[src/rtl/uart_rx_mv.sv]
// UART receiver with three-sample majority vote at mid-bit, input synchroniser,
// valid/ready holding register and per-frame parity/frame/break status.
//
// state     | meaning
// S_IDLE    | waiting for a low level on the synchronised line
// S_START   | start bit; a high vote aborts as a false start
// S_DATA    | shifting in data bits, LSB first
// S_PARITY  | sampling the parity bit
// S_STOP1   | first stop bit; frame completes here when stop2 = 0
// S_STOP2   | second stop bit
// S_WAIT_IDLE | after a break, hold off until the line returns high
module uart_rx_mv #(
  parameter int OVERSAMPLE  = 16,
  parameter int MAX_DATA    = 9,
  parameter int SYNC_STAGES = 2
) (
  input  logic                rx_clk,
  input  logic                rst,
  input  logic                rx_en,
  input  logic                rx,
  input  logic                parity_en,
  input  logic                parity_type,
  input  logic [3:0]          data_len,
  input  logic                stop2,
  output logic [MAX_DATA-1:0] rx_data,
  output logic                rx_valid,
  input  logic                rx_ready,
  output logic                parity_err,
  output logic                frame_err,
  output logic                break_det,
  output logic                overrun,
  output logic                busy
);

  localparam int CW = $clog2(OVERSAMPLE);
  localparam logic [CW-1:0] C_VOTE = CW'(OVERSAMPLE / 2 + 1);
  localparam logic [CW-1:0] C_END  = CW'(OVERSAMPLE - 1);

  typedef enum logic [2:0] {
    S_IDLE, S_START, S_DATA, S_PARITY, S_STOP1, S_STOP2, S_WAIT_IDLE
  } state_t;

  state_t                  state_q, state_d;
  logic [SYNC_STAGES-1:0]  sync_q, sync_d;
  logic [CW-1:0]           cnt_q, cnt_d, cnt_nxt;
  logic [1:0]              samp_q, samp_d;
  logic [3:0]              bit_idx_q, bit_idx_d, len_q, len_d, len_clamp;
  logic                    pen_q, pen_d, podd_q, podd_d, st2_q, st2_d;
  logic [MAX_DATA-1:0]     shift_q, shift_d, data_q, data_d;
  logic                    par_q, par_d, any_one_q, any_one_d, stop_bad_q, stop_bad_d;
  logic                    valid_q, valid_d, perr_q, perr_d, ferr_q, ferr_d;
  logic                    brk_q, brk_d, ovr_q, ovr_d;
  logic                    rxs, vote, mid, bit_end, complete;
  logic                    fin_ferr, fin_brk, fin_perr;

  assign rxs     = sync_q[SYNC_STAGES-1];
  assign sync_d  = {sync_q[SYNC_STAGES-2:0], rx};
  assign samp_d  = {samp_q[0], rxs};
  // samp_q holds the two samples preceding the current one, so at C_VOTE this is H-1, H, H+1
  assign vote    = (samp_q[1] & samp_q[0]) | (samp_q[1] & rxs) | (samp_q[0] & rxs);
  assign mid     = (cnt_q == C_VOTE);
  assign bit_end = (cnt_q == C_END);
  assign cnt_nxt = bit_end ? '0 : cnt_q + CW'(1);

  assign fin_ferr = stop_bad_q | ~vote;
  assign fin_brk  = ~(any_one_q | vote);
  assign fin_perr = pen_q & (par_q != ((^shift_q) ^ podd_q));

  always_comb begin
    len_clamp = data_len;
    if (data_len < 4'd5) len_clamp = 4'd5;
    else if (data_len > 4'(MAX_DATA)) len_clamp = 4'(MAX_DATA);
  end

  always_comb begin
    state_d    = state_q;
    cnt_d      = cnt_q;
    bit_idx_d  = bit_idx_q;
    len_d      = len_q;
    pen_d      = pen_q;
    podd_d     = podd_q;
    st2_d      = st2_q;
    shift_d    = shift_q;
    par_d      = par_q;
    any_one_d  = any_one_q;
    stop_bad_d = stop_bad_q;
    complete   = 1'b0;
    case (state_q)
      S_IDLE: begin
        if (rx_en && !rxs) begin
          state_d    = S_START;
          cnt_d      = CW'(1);
          bit_idx_d  = '0;
          len_d      = len_clamp;
          pen_d      = parity_en;
          podd_d     = parity_type;
          st2_d      = stop2;
          shift_d    = '0;
          par_d      = 1'b0;
          any_one_d  = 1'b0;
          stop_bad_d = 1'b0;
        end
      end
      S_START: begin
        cnt_d = cnt_nxt;
        if (mid && vote) state_d = S_IDLE;
        else if (bit_end) state_d = S_DATA;
      end
      S_DATA: begin
        cnt_d = cnt_nxt;
        if (mid) begin
          shift_d   = shift_q | (MAX_DATA'(vote) << bit_idx_q);
          any_one_d = any_one_q | vote;
        end
        if (bit_end) begin
          if (bit_idx_q == len_q - 4'd1) state_d = pen_q ? S_PARITY : S_STOP1;
          else bit_idx_d = bit_idx_q + 4'd1;
        end
      end
      S_PARITY: begin
        cnt_d = cnt_nxt;
        if (mid) begin
          par_d     = vote;
          any_one_d = any_one_q | vote;
        end
        if (bit_end) state_d = S_STOP1;
      end
      S_STOP1: begin
        cnt_d = cnt_nxt;
        if (mid) begin
          stop_bad_d = ~vote;
          any_one_d  = any_one_q | vote;
          complete   = ~st2_q;
        end
        if (bit_end) state_d = S_STOP2;
      end
      S_STOP2: begin
        cnt_d = cnt_nxt;
        if (mid) complete = 1'b1;
      end
      S_WAIT_IDLE: begin
        if (rxs) state_d = S_IDLE;
      end
      default: state_d = S_IDLE;
    endcase
    // completing at the stop-bit vote leaves half a bit to catch a back-to-back start
    if (complete) state_d = fin_brk ? S_WAIT_IDLE : S_IDLE;
  end

  always_comb begin
    data_d  = data_q;
    valid_d = valid_q;
    perr_d  = perr_q;
    ferr_d  = ferr_q;
    brk_d   = brk_q;
    ovr_d   = 1'b0;
    if (complete && valid_q && !rx_ready) begin
      ovr_d = 1'b1;
    end else if (complete) begin
      data_d  = shift_q;
      valid_d = 1'b1;
      perr_d  = fin_perr;
      ferr_d  = fin_ferr;
      brk_d   = fin_brk;
    end else if (valid_q && rx_ready) begin
      valid_d = 1'b0;
    end
  end

  always_ff @(posedge rx_clk or negedge rst) begin
    if (!rst) begin
      state_q    <= S_IDLE;
      sync_q     <= '1;
      cnt_q      <= '0;
      samp_q     <= '1;
      bit_idx_q  <= '0;
      len_q      <= 4'd5;
      pen_q      <= 1'b0;
      podd_q     <= 1'b0;
      st2_q      <= 1'b0;
      shift_q    <= '0;
      par_q      <= 1'b0;
      any_one_q  <= 1'b0;
      stop_bad_q <= 1'b0;
      data_q     <= '0;
      valid_q    <= 1'b0;
      perr_q     <= 1'b0;
      ferr_q     <= 1'b0;
      brk_q      <= 1'b0;
      ovr_q      <= 1'b0;
    end else begin
      state_q    <= state_d;
      sync_q     <= sync_d;
      cnt_q      <= cnt_d;
      samp_q     <= samp_d;
      bit_idx_q  <= bit_idx_d;
      len_q      <= len_d;
      pen_q      <= pen_d;
      podd_q     <= podd_d;
      st2_q      <= st2_d;
      shift_q    <= shift_d;
      par_q      <= par_d;
      any_one_q  <= any_one_d;
      stop_bad_q <= stop_bad_d;
      data_q     <= data_d;
      valid_q    <= valid_d;
      perr_q     <= perr_d;
      ferr_q     <= ferr_d;
      brk_q      <= brk_d;
      ovr_q      <= ovr_d;
    end
  end

  assign rx_data    = data_q;
  assign rx_valid   = valid_q;
  assign parity_err = perr_q;
  assign frame_err  = ferr_q;
  assign break_det  = brk_q;
  assign overrun    = ovr_q;
  assign busy       = (state_q != S_IDLE);

endmodule

[config.mk]
export PLATFORM = sky130hd
export DESIGN_NAME = uart_rx_mv
export DESIGN_NICKNAME = d
export VERILOG_FILES = /design/src/rtl/uart_rx_mv.sv
export SDC_FILE = /design/constraint.sdc
export NUM_CORES = 1
export LEC_CHECK = 0
export CAP_MARGIN = 20
export CELL_PAD_IN_SITES_DETAIL_PLACEMENT = 0
export CELL_PAD_IN_SITES_GLOBAL_PLACEMENT = 1
export CORE_ASPECT_RATIO = 1.1
export CORE_UTILIZATION = 45
export CTS_BUF_LIST = sky130_fd_sc_hd__clkbuf_2 sky130_fd_sc_hd__clkbuf_4 sky130_fd_sc_hd__clkbuf_8
export DETAILED_ROUTE_END_ITERATION = 12
export PLACE_DENSITY = 0.91
export SYNTH_ARGS = -nofsm -noshare
export SYNTH_HDL_FRONTEND = slang
export SYNTH_SLANG_ARGS = --single-unit
[constraint.sdc]
create_clock -name rx_clk -period 2.4 [get_ports rx_clk]
set_input_delay 0.36 -clock rx_clk [delete_from_list [all_inputs] [get_ports rx_clk]]
set_output_delay 0.36 -clock rx_clk [all_outputs]
set_load 0.005 [all_outputs]
==> run_1/met2.png <==
(6 px per um)
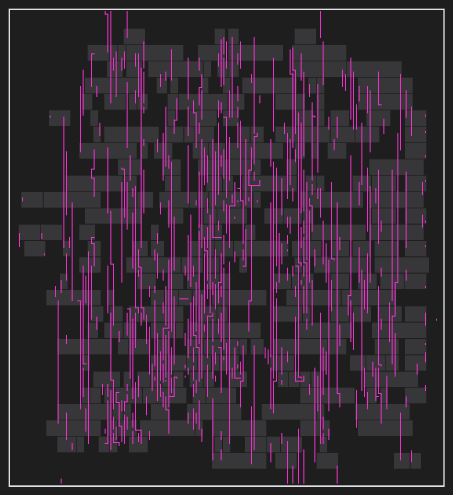
The wires run mostly vertical. The layer carries 2,490 um of wire. The longest straight run is 36.0 um. The layer holds 50% of the routed length.
Global Route met2 Usage: 0.335
wirelength, routed: 4960 um
total number of vias: 1,847

==> run_1/wire_density.png <==
(4 px per um) The die is cut into 14 by 16 equal tiles; dark blue is low, red is high, scaled to the fullest tile. Values are wire area over tile area, all layers added.
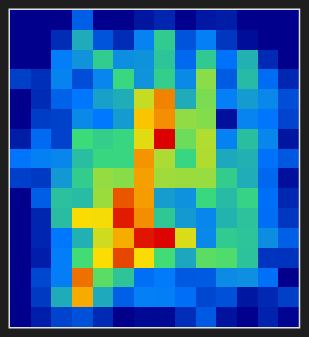
The mean over all tiles is 0.14. 14% of the tiles are nearly empty. The densest ninth of the die: middle.
Tot GR Track Use: 0.201
WL/cell: 14.6 um

==> results.cfg, run 1 <==
; flow metrics
[run_status]
status = finished clean

[finish]
seqCellArea_sq_um = 1210
final_cells = 341
logic_gate_count = 171
dominant_cells = flip-flops and latches
clk_share = 0.0338
final_area_sq_um = 2890
logic_area_sq_um = 1150
nClkBuffers = 6
antenna_cells = 0
seq_cell_count = 48
sh_seq_area = 0.418
most-common-layout-cells = 42 x dfrtp_1, 25 x clkdlybuf4s50_1, 24 x nand2_1
lay_top_count = dfrtp_1
area_growth_pct = 18.5

[routing]
drc = 0
ant_nets = 0
dr.pass1.iters = 4

[synthesis]
synth-edff-count = 0
top_cell = dfrtp_1
area_leaders = dfrtp_1 43%, dfstp_2 6.5%, xnor2_1 3.9%
xor_share = 0.0631
top_cells_by_count = 42 x dfrtp_1, 24 x nand2_1, 18 x nor2_1
ys_seq_frac = 0.495
yosys.area.top_type = dfrtp_1
synthFlopType = dfrtp_1
netlist_area_sq_um = 2440
syn_inst = 239
yosys_warnings = 0

[grt]
first_global_vias = 1801
antenna_found_initial = 0
grt_pass1_wl_um = 8730
grt_start_max_net_pins = 49
gr-total-overflow = 0

[die]
ioPinCount = 27
chip_area_sq_um = 5720
initCoreUtil = 0.478
coreArea_sq_um = 5100

[clock_network]
post_cts_buffers = 0
clk_path_buf_depth = 2
cts_tree = done
cts.sinks = 48
clockRootBuffer = clkbuf_8
htreeDepth = 2
cts-resized-gates = 0
clk_latency_ns = 0.30
cts_buffers = 5
path_clk_slew_ns = 0.09

[critical_path]
worstPathMaxFanout = 12
cpMaxStageDelayCell = and2_1
path_buffers = 0
cp-start-kind = flip-flop
worstSetupPathType = flip-flop to flip-flop
arrival_ns = 2.30
cpPeakStageDelay_ns = 0.49
cp_cell_sequence = ha_1 > nand3b_4 > nor3_1 > and2_1 > mux2_2
critPathCaptureType = flip-flop

[timing]
slew_viol_final = 0
layout_setup_ws_ns = 0.296
fin_tns_setup_ns = 0
period_needed_ns = 2.10
finalHoldViolCount = 0
finClkSkew_ns = 0.00760
slew_headroom = 0.355

[placed_design]
placed_cells = 333
dpl.hpwl_um = 3580
place.gp.congestion = 0.913
port_buffers = 26
place_ws_ns = 0.320

[pwr]
power_per_cell_area_nw_per_um2 = 1190
ir_worst_vdd_mv = 0.526
p_comb_frac = 0.443
p_leak_uw = 0.00128
p_seq_frac = 0.407
p_seq_uw = 1400
swShare = 0.392
p_comb_uw = 1520
power_leader = combinational logic
pg_clk_uw = 514
pwr-share-clk = 0.150

[min_path]
hp-class = input pin to asynchronous set/reset pin
==> run_1/final_congestion.png <==
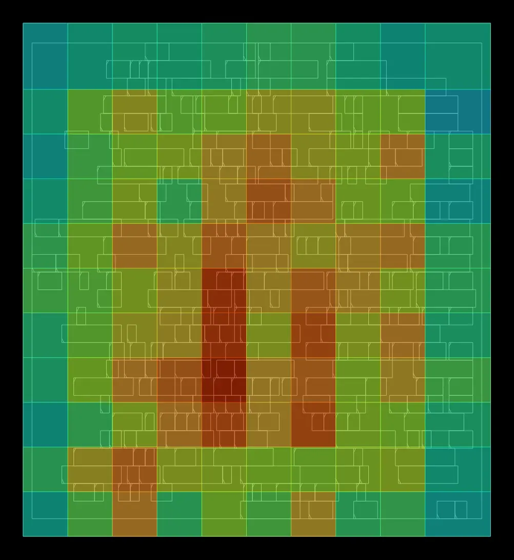
GR Layer Usage met1: 0.253
final design utilization: 0.567
M3 GR Usage: 0.0343
GRT busiest layer: met2

==> run_1/pins.png <==
(6 px per um) Pins as bars across the die edge, other pins in gray.
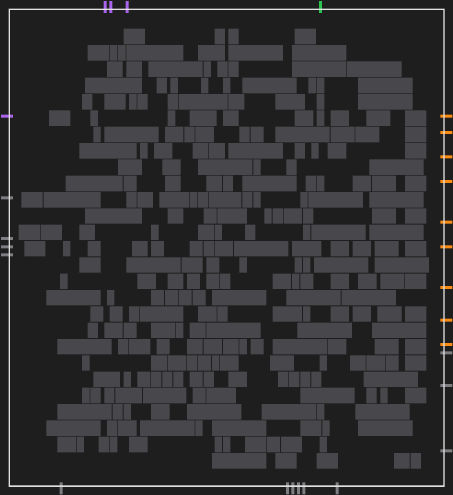
Key: `parity_type` = green [pins 1, direction input, edge top]; `rx_data` = orange [pins 9, direction output, edge right]; `data_len` = purple [pins 4, direction input, edge 3 top, 1 left]
All pins by edge: 12 right, 6 bottom, 5 left, 4 top.
die height: 79.2 um
Die W: 72.2 um

[run 1: final timing paths]
check                                      endpoint                 start  slack, ns
min in group rx_clk             sync_q[1]$_DFF_PN1_   sync_q[0]$_DFF_PN1_       0.36
hold reg to reg                 sync_q[1]$_DFF_PN1_   sync_q[0]$_DFF_PN1_       0.36
hold / removal                    pen_q$_DFFE_PN0P_                   rst       0.14
setup reg to reg             rx_data[0]$_DFFE_PN0P_  cnt_q[0]$_DFFE_PN0P_       0.30
max in group asynchronous  bit_idx_q[2]$_DFFE_PN0P_                   rst       1.87
setup / recovery             rx_data[0]$_DFFE_PN0P_  cnt_q[0]$_DFFE_PN0P_       0.30
[run 1: per-layer routing]
metal	wire, um	share of wire
met1	2220	0.45
met2	2490	0.50
met3	151	0.030
met4	100	0.020
met5	0	0
--- run 2 (diff from run 1) ---
--- a/config.mk
+++ b/config.mk
@@ -16,3 +16,4 @@
 export SYNTH_ARGS = -nofsm -noshare
 export SYNTH_HDL_FRONTEND = slang
 export SYNTH_SLANG_ARGS = --single-unit
+export TNS_END_PERCENT = 10
==> run_2/final_congestion.png <==
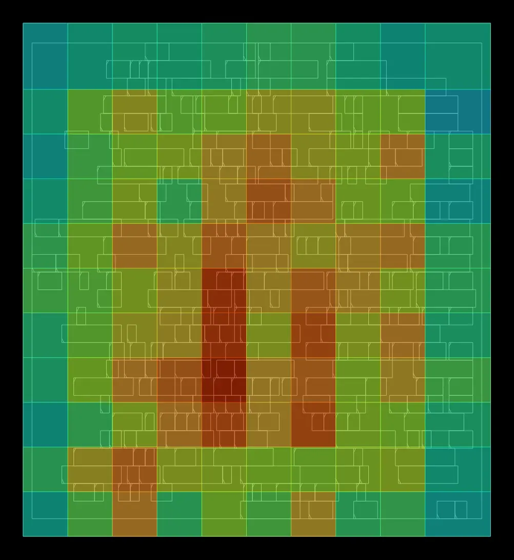

==> run 2 against run 1 <==
Against the previous run: total power unchanged; routed wire length unchanged; sequential share of layout area unchanged; count of clock-buffer cells in the layout unchanged; combinational power about the same; sequential cell count unchanged; sequential power about the same; clock power about the same; critical path type unchanged; largest power group unchanged.
==> results.cfg, run 2 <==
; flow metrics
[run_status]
status = finished clean

[synthesis]
top_cells_by_count = 42 x dfrtp_1, 24 x nand2_1, 18 x nor2_1
xor_share = 0.0631
yosys_warnings = 0
ys_seq_frac = 0.495
yosys.area.top_type = dfrtp_1
netlist_area_sq_um = 2440
area_leaders = dfrtp_1 43%, dfstp_2 6.5%, xnor2_1 3.9%
synthFlopType = dfrtp_1

[pwr]
ir_worst_vdd_mv = 0.526

[min_path]
hp-class = input pin to asynchronous set/reset pin

[routing]
wl_met3_um = 151
wl_met2_um = 2490
dr.max_layer_used = met4
drc = 0
dr.pass1.iters = 4
wl_um = 4960
wire_per_inst_um = 14.6

[critical_path]
cp_cell_sequence = ha_1 > nand3b_4 > nor3_1 > and2_1 > mux2_2
cpMaxStageDelayCell = and2_1
worstPathMaxFanout = 12
crit_end = rx_data[0]$_DFFE_PN0P_
worstSetupPathType = flip-flop to flip-flop
path_buffers = 0
r2r_start = cnt_q[0]$_DFFE_PN0P_
rr_endpoint = rx_data[0]$_DFFE_PN0P_
critPathCaptureType = flip-flop
cpPeakStageDelay_ns = 0.49
arrival_ns = 2.30
cp-start-kind = flip-flop
crit_start = cnt_q[0]$_DFFE_PN0P_

[timing]
finClkSkew_ns = 0.00760
finalHoldViolCount = 0
slew_viol_final = 0
period_needed_ns = 2.10
slew_headroom = 0.355
fin_tns_setup_ns = 0

[die]
initCoreUtil = 0.478
coreArea_sq_um = 5100
die_h_um = 79.2
chip_area_sq_um = 5720
ioPinCount = 27

[finish]
lay_top_count = dfrtp_1
fin_util = 0.567
final_cells = 341
antenna_cells = 0
final_area_sq_um = 2890
most-common-layout-cells = 42 x dfrtp_1, 25 x clkdlybuf4s50_1, 24 x nand2_1

[grt]
gr-usage-met1 = 0.253
antenna_found_initial = 0
grtUsageMet3 = 0.0343
first_global_vias = 1801
grtUsageTotal = 0.201
gr-total-overflow = 0
grt_pass1_wl_um = 8730

[placed_design]
place.gp.congestion = 0.913
dpl.hpwl_um = 3580
place_ws_ns = 0.320
placed_cells = 333
port_buffers = 26

[clock_network]
cts-resized-gates = 0
cts.sinks = 48
clk_latency_ns = 0.30
post_cts_buffers = 0
htreeDepth = 2
cts_buffers = 5
clk_path_buf_depth = 2
==> run_2/met2.png <==
(6 px per um)
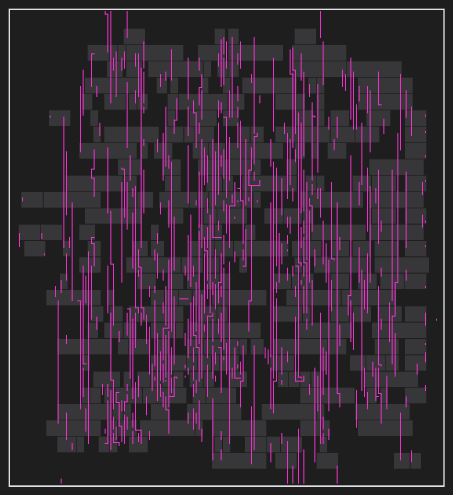
The longest straight run is 36.0 um. The wires run mostly vertical. The layer carries 2,490 um of wire. The layer holds 50% of the routed length. 245 nets have wire on it.

==> run 2: cell counts in the layout (fill, tap and decap cells not counted) <==
Identical to the previous run, type by type.
==> run 2: area by class of cell <==
| cell class | instances | area (sq um) |
|---|---|---|
| clock buffers | 6 | 82.6 |
| clock inverters | 2 | 15.0 |
| fillers | 472 | 2210 |
| inverters | 8 | 30.0 |
| multi-input cells | 171 | 1150 |
| flip-flops and latches | 48 | 1210 |
| well taps | 72 | 90.1 |
| repair buffers | 34 | 315 |
==> run 2: power by group <==
group          internal [uW]  total, uW  switching (uW)  leakage (uW)
Clock                    234        514             281     0.0000434
Combinational            779       1520             745      0.000620
Sequential              1080       1400             321      0.000618
Power is estimated from default activity; no workload was simulated.
